===== config.mk =====
export PLATFORM = sky130hd
export DESIGN_NAME = if_fetch_flat
export DESIGN_NICKNAME = d
export VERILOG_FILES = /design/src/rtl/if_fetch_pkg.sv /design/src/rtl/if_fetch_if.sv /design/src/rtl/if_fetch_hold_buf.sv /design/src/rtl/if_fetch.sv /design/src/flat_wrapper.sv
export SDC_FILE = /design/constraint.sdc
export NUM_CORES = 1
export LEC_CHECK = 0
export ABC_CLOCK_PERIOD_IN_PS = 14500
export CAP_MARGIN = 20
export CORE_MARGIN = 1.5
export CORE_UTILIZATION = 25
export CTS_CLUSTER_SIZE = 10
export DETAILED_ROUTE_END_ITERATION = 7
export GPL_ROUTABILITY_DRIVEN = 1
export PLACE_DENSITY_LB_ADDON = 0.25
export SLEW_MARGIN = 20
export SYNTH_ARGS = -nofsm -noshare
export SYNTH_HDL_FRONTEND = slang
export SYNTH_HIERARCHICAL = 1
export SYNTH_SLANG_ARGS = --single-unit

===== constraint.sdc =====
create_clock -name clk -period 14.5 [get_ports clk]
set_input_delay 2.9 -clock clk [delete_from_list [all_inputs] [get_ports clk]]
set_output_delay 2.9 -clock clk [all_outputs]
set_load 0.05 [all_outputs]

===== src/rtl/if_fetch_pkg.sv =====
// Shared types and constants for the instruction-fetch stage.
package if_fetch_pkg;

   localparam int WORD_W = 32;

   // Fetch FSM states: waiting on memory, or parked with a buffered word.
   typedef enum logic [0:0] {
      IF_S_REQ  = 1'b0,
      IF_S_HOLD = 1'b1
   } if_state_t;

   localparam logic [WORD_W-1:0] RESET_PC_DEFAULT = 32'h0000_0000;
   localparam logic [WORD_W-1:0] NOP_WORD         = 32'h0000_0000;
   localparam logic [WORD_W-1:0] PC_STEP          = 32'd4;

   // Clears the byte-offset bits so that every fetch address is a word address.
   function automatic logic [WORD_W-1:0] word_align(input logic [WORD_W-1:0] a);
      return {a[WORD_W-1:2], 2'b00};
   endfunction

endpackage


===== src/rtl/if_fetch_if.sv =====
// Single-outstanding req/ack instruction-memory port.
interface if_fetch_if;
   import if_fetch_pkg::*;

   logic              req;
   logic [WORD_W-1:0] addr;
   logic              ack;
   logic [WORD_W-1:0] rdata;

   modport master (output req, output addr, input ack, input rdata);
   modport slave  (input req, input addr, output ack, output rdata);
endinterface


===== src/rtl/if_fetch_hold_buf.sv =====
// One-entry skid buffer that catches a fetch completing while ID is stalled.
module if_hold_buf
   import if_fetch_pkg::*;
(
   input  logic              clk,
   input  logic              rst,
   input  logic              load,
   input  logic              drain,
   input  logic [WORD_W-1:0] load_inst,
   input  logic [WORD_W-1:0] load_pc,
   input  logic              load_dly,
   output logic [WORD_W-1:0] inst,
   output logic [WORD_W-1:0] pc,
   output logic              dly,
   output logic              full
);

   // Occupancy flag: set on load, cleared on drain, cleared by reset.
   always_ff @(posedge clk) begin
      if (rst) begin
         full <= 1'b0;
      end else if (load) begin
         full <= 1'b1;
      end else if (drain) begin
         full <= 1'b0;
      end
   end

   // Payload capture; contents are only meaningful while full is set.
   always_ff @(posedge clk) begin
      if (load) begin
         inst <= load_inst;
         pc   <= load_pc;
         dly  <= load_dly;
      end
   end

endmodule


===== src/rtl/if_fetch.sv =====
// Instruction fetch stage plus IF/ID register with MIPS delay-slot redirects.
module if_fetch
   import if_fetch_pkg::*;
#(
   parameter logic [WORD_W-1:0] RESET_PC = RESET_PC_DEFAULT
) (
   input  logic              clk,
   input  logic              rst,
   input  logic              stall_i,
   input  logic              branch_flag_i,
   input  logic [WORD_W-1:0] branch_addr_i,
   input  logic              next_delay_i,
   if_fetch_if.master        imem,
   output logic [WORD_W-1:0] pc_o,
   output logic [WORD_W-1:0] inst_o,
   output logic              in_delay_o,
   output logic              valid_o
);

   if_state_t         state;
   logic [WORD_W-1:0] pc_q;
   logic              pend_v;
   logic [WORD_W-1:0] pend_a;
   logic              dly_q;

   logic              free;
   logic              adv;
   logic              br_take;
   logic [WORD_W-1:0] tgt;
   logic [WORD_W-1:0] seq_pc;
   logic              dlv_dly;
   logic              hb_load;
   logic              hb_drain;
   logic              hb_full;
   logic [WORD_W-1:0] hb_inst;
   logic [WORD_W-1:0] hb_pc;
   logic              hb_dly;

   // Request is a pure function of state so the address stays put until ack.
   assign imem.req  = (state == IF_S_REQ) && !rst;
   assign imem.addr = pc_q;

   // Handshake decode: output-register availability, ID advance and redirect.
   always_comb begin
      free     = !valid_o || !stall_i;
      adv      = valid_o && !stall_i;
      br_take  = adv && branch_flag_i;
      tgt      = word_align(branch_addr_i);
      seq_pc   = pend_v ? pend_a : pc_q + PC_STEP;
      // A delivery coinciding with an ID advance is the word that follows the
      // advancing instruction, so its delay flag comes straight from decode.
      dlv_dly  = adv ? next_delay_i : dly_q;
      hb_load  = (state == IF_S_REQ) && imem.ack && !free && !rst;
      hb_drain = (state == IF_S_HOLD) && !stall_i && hb_full && !rst;
   end

   if_hold_buf u_hold (
      .clk       (clk),
      .rst       (rst),
      .load      (hb_load),
      .drain     (hb_drain),
      .load_inst (imem.rdata),
      .load_pc   (pc_q),
      .load_dly  (dly_q),
      .inst      (hb_inst),
      .pc        (hb_pc),
      .dly       (hb_dly),
      .full      (hb_full)
   );

   // Fetch FSM, PC/redirect bookkeeping and the IF/ID output register.
   always_ff @(posedge clk) begin
      if (rst) begin
         state      <= IF_S_REQ;
         pc_q       <= RESET_PC;
         pend_v     <= 1'b0;
         dly_q      <= 1'b0;
         valid_o    <= 1'b0;
         inst_o     <= NOP_WORD;
         pc_o       <= '0;
         in_delay_o <= 1'b0;
      end else begin
         if (adv) begin
            dly_q <= next_delay_i;
         end
         case (state)
            IF_S_REQ: begin
               if (imem.ack) begin
                  // A redirect accepted now makes this word the delay slot.
                  pc_q   <= br_take ? tgt : seq_pc;
                  pend_v <= 1'b0;
                  dly_q  <= 1'b0;
                  if (free) begin
                     valid_o    <= 1'b1;
                     inst_o     <= imem.rdata;
                     pc_o       <= pc_q;
                     in_delay_o <= dlv_dly;
                  end else begin
                     state <= IF_S_HOLD;
                  end
               end else begin
                  // Delay slot still in flight: apply the target after it.
                  if (br_take) begin
                     pend_v <= 1'b1;
                     pend_a <= tgt;
                  end
                  if (free) begin
                     valid_o    <= 1'b0;
                     inst_o     <= NOP_WORD;
                     in_delay_o <= 1'b0;
                  end
               end
            end
            IF_S_HOLD: begin
               if (!stall_i && hb_full) begin
                  // The stalled instruction's delay-slot verdict is only final
                  // at its advance, which is this very cycle.
                  valid_o    <= 1'b1;
                  inst_o     <= hb_inst;
                  pc_o       <= hb_pc;
                  in_delay_o <= hb_dly || next_delay_i;
                  dly_q      <= 1'b0;
                  state      <= IF_S_REQ;
                  if (br_take) begin
                     pc_q <= tgt;
                  end
               end
            end
            default: state <= IF_S_REQ;
         endcase
      end
   end

endmodule


===== src/flat_wrapper.sv =====
// flat-port wrapper written by rule: the top's interface ports become plain ports
module if_fetch_flat import if_fetch_pkg::*;
#(
   parameter logic [WORD_W-1:0] RESET_PC = RESET_PC_DEFAULT
)
  (clk, rst, stall_i, branch_flag_i, branch_addr_i, next_delay_i, pc_o, inst_o, in_delay_o, valid_o, imem_req, imem_addr, imem_ack, imem_rdata);
  if_fetch_if imem_i ();
  input  logic clk;
  input  logic rst;
  input  logic stall_i;
  input  logic branch_flag_i;
  input  logic [WORD_W-1:0] branch_addr_i;
  input  logic next_delay_i;
  output logic [WORD_W-1:0] pc_o;
  output logic [WORD_W-1:0] inst_o;
  output logic in_delay_o;
  output logic valid_o;
  output wire logic [$bits(imem_i.req)-1:0] imem_req;
  output wire logic [$bits(imem_i.addr)-1:0] imem_addr;
  input wire logic [$bits(imem_i.ack)-1:0] imem_ack;
  input wire logic [$bits(imem_i.rdata)-1:0] imem_rdata;
  assign imem_req = imem_i.req;
  assign imem_addr = imem_i.addr;
  assign imem_i.ack = imem_ack;
  assign imem_i.rdata = imem_rdata;
  if_fetch #(.RESET_PC(RESET_PC)) u_core (.clk(clk), .rst(rst), .stall_i(stall_i), .branch_flag_i(branch_flag_i), .branch_addr_i(branch_addr_i), .next_delay_i(next_delay_i), .imem(imem_i), .pc_o(pc_o), .inst_o(inst_o), .in_delay_o(in_delay_o), .valid_o(valid_o));
endmodule

**Wires at chosen ports, followed through buffers**

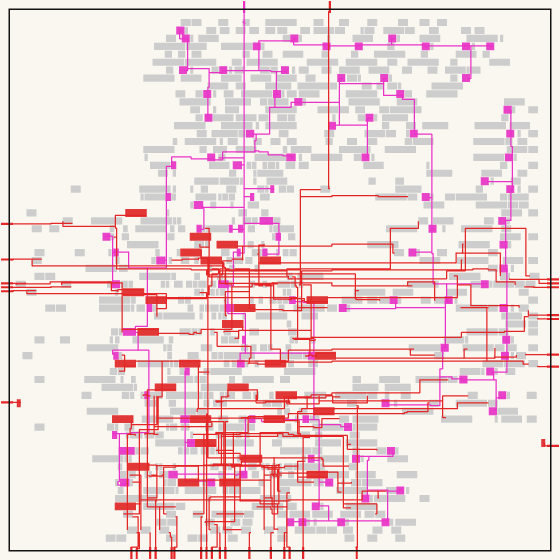
- magenta: `rst` (direction input; end cells 102; buffers 2; wire 1,470 um)
- red: `imem_addr` (direction output; end cells 32; buffers 30; wire 4,310 um)
I/O Pins: 169
IO buf count: 164

**Signal metal coverage by tile**

37 x 37 tiles, from black (low) to pale yellow (high), scaled to the fullest tile. Values are wire area over tile area, all layers added.
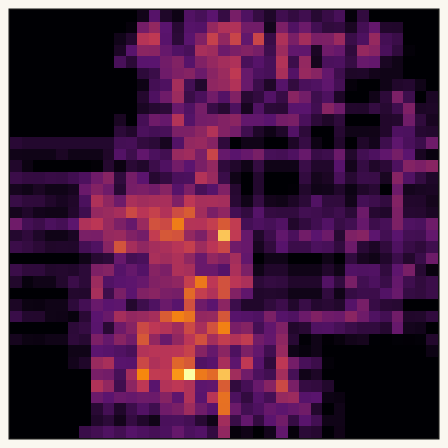
- fullest tile: 0.61
- densest ninth of the die: bottom middle
- tiles over half the peak: 4.5%
- nearly empty tiles: 24%

==> results.txt <==
run results: Dominant combinational family AND-OR/OR-AND gates, P_sw roughly 380 uW, Max Root-Sink Buffers 2, Max Used Layer met4, first-pass GRT wire length around 37 mm, P per Cell Area approximately 120 nW/um^2, Seq pwr share 0.474, initial antenna violation count 1, Comb gates approximately 490, Leak ~0.0036 uW, gr usage total 0.145, Leading cell kind sequential cells, Comb area share 0.289, Hold Path Class reg2reg, tap cells approximately 440, slowest stage delay, CP around 0.86 ns, multi-input logic area around 3200 um^2, total gr overflow 0, fin cells approximately 1.3k, register clock-pin slew on the reported worst setup and hold paths roughly 0.07 ns, worst-case clock skew 0.0207 ns, Req. time, crit path approximately 12 ns, part of the cycle the worst path needs 0.499, ANT nets after route 0, flip-flop and latch count 195, clkbuf count 21, largest net degree at the start of global routing 68, combinational power 215 uW, xor/xnor share of the synthesized area 0.0158, status finished, final reports clean, nets between 900 and 1k, vias in the first global route ~6k, top area contributor share 0.344
**Signal wires on met3**

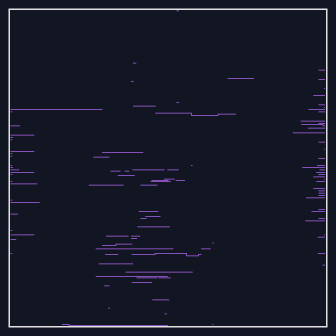
- main direction: horizontal
- wire length on this layer: 977 um
- nets with wire on the layer: 87
met3 Use GR: 0.0289
final wirelength: 24.7 mm

**Sequential cells coloured by netlist name**

Other sequential cells in the stronger grey, the rest of the logic in the fainter grey.
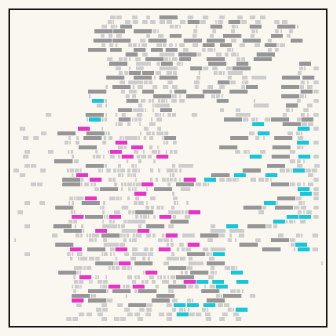
- cyan: `u_core/pc_o` (sequential cells 32)
- magenta: `u_core/imem.addr` (sequential cells 30)
flop share of the area: 0.446
power in sequential cells: 626 uW
final core occ: 0.334
area taken by flip-flops and latches: 4860 um^2

-- per-stage QoR --
step	setup slack [ns]	hold WS, ns	cell area (um^2)	util
2_1_floorplan	7.76	0.402	8310	-
3_3_place_gp	7.20	0.407	10300	0.316
3_5_place_dp	7.19	0.412	10300	0.316
4_1_cts	7.20	0.429	10900	0.334
5_1_grt	7.16	0.437	10900	0.334
6_report	7.26	0.430	10900	0.334
-- path summary, 6_finish.rpt --
check	endpoint	from	cells after the start
worst max-delay path	imem_req	rst	3
worst min-delay path	u_core/u_hold/dly	u_core/dly_q	0
worst max register to register	u_core/imem.addr[23]	u_core/state	6
worst min register to register	u_core/u_hold/dly	u_core/dly_q	0
No activity file was given, so power comes from the tool's default toggle rates.
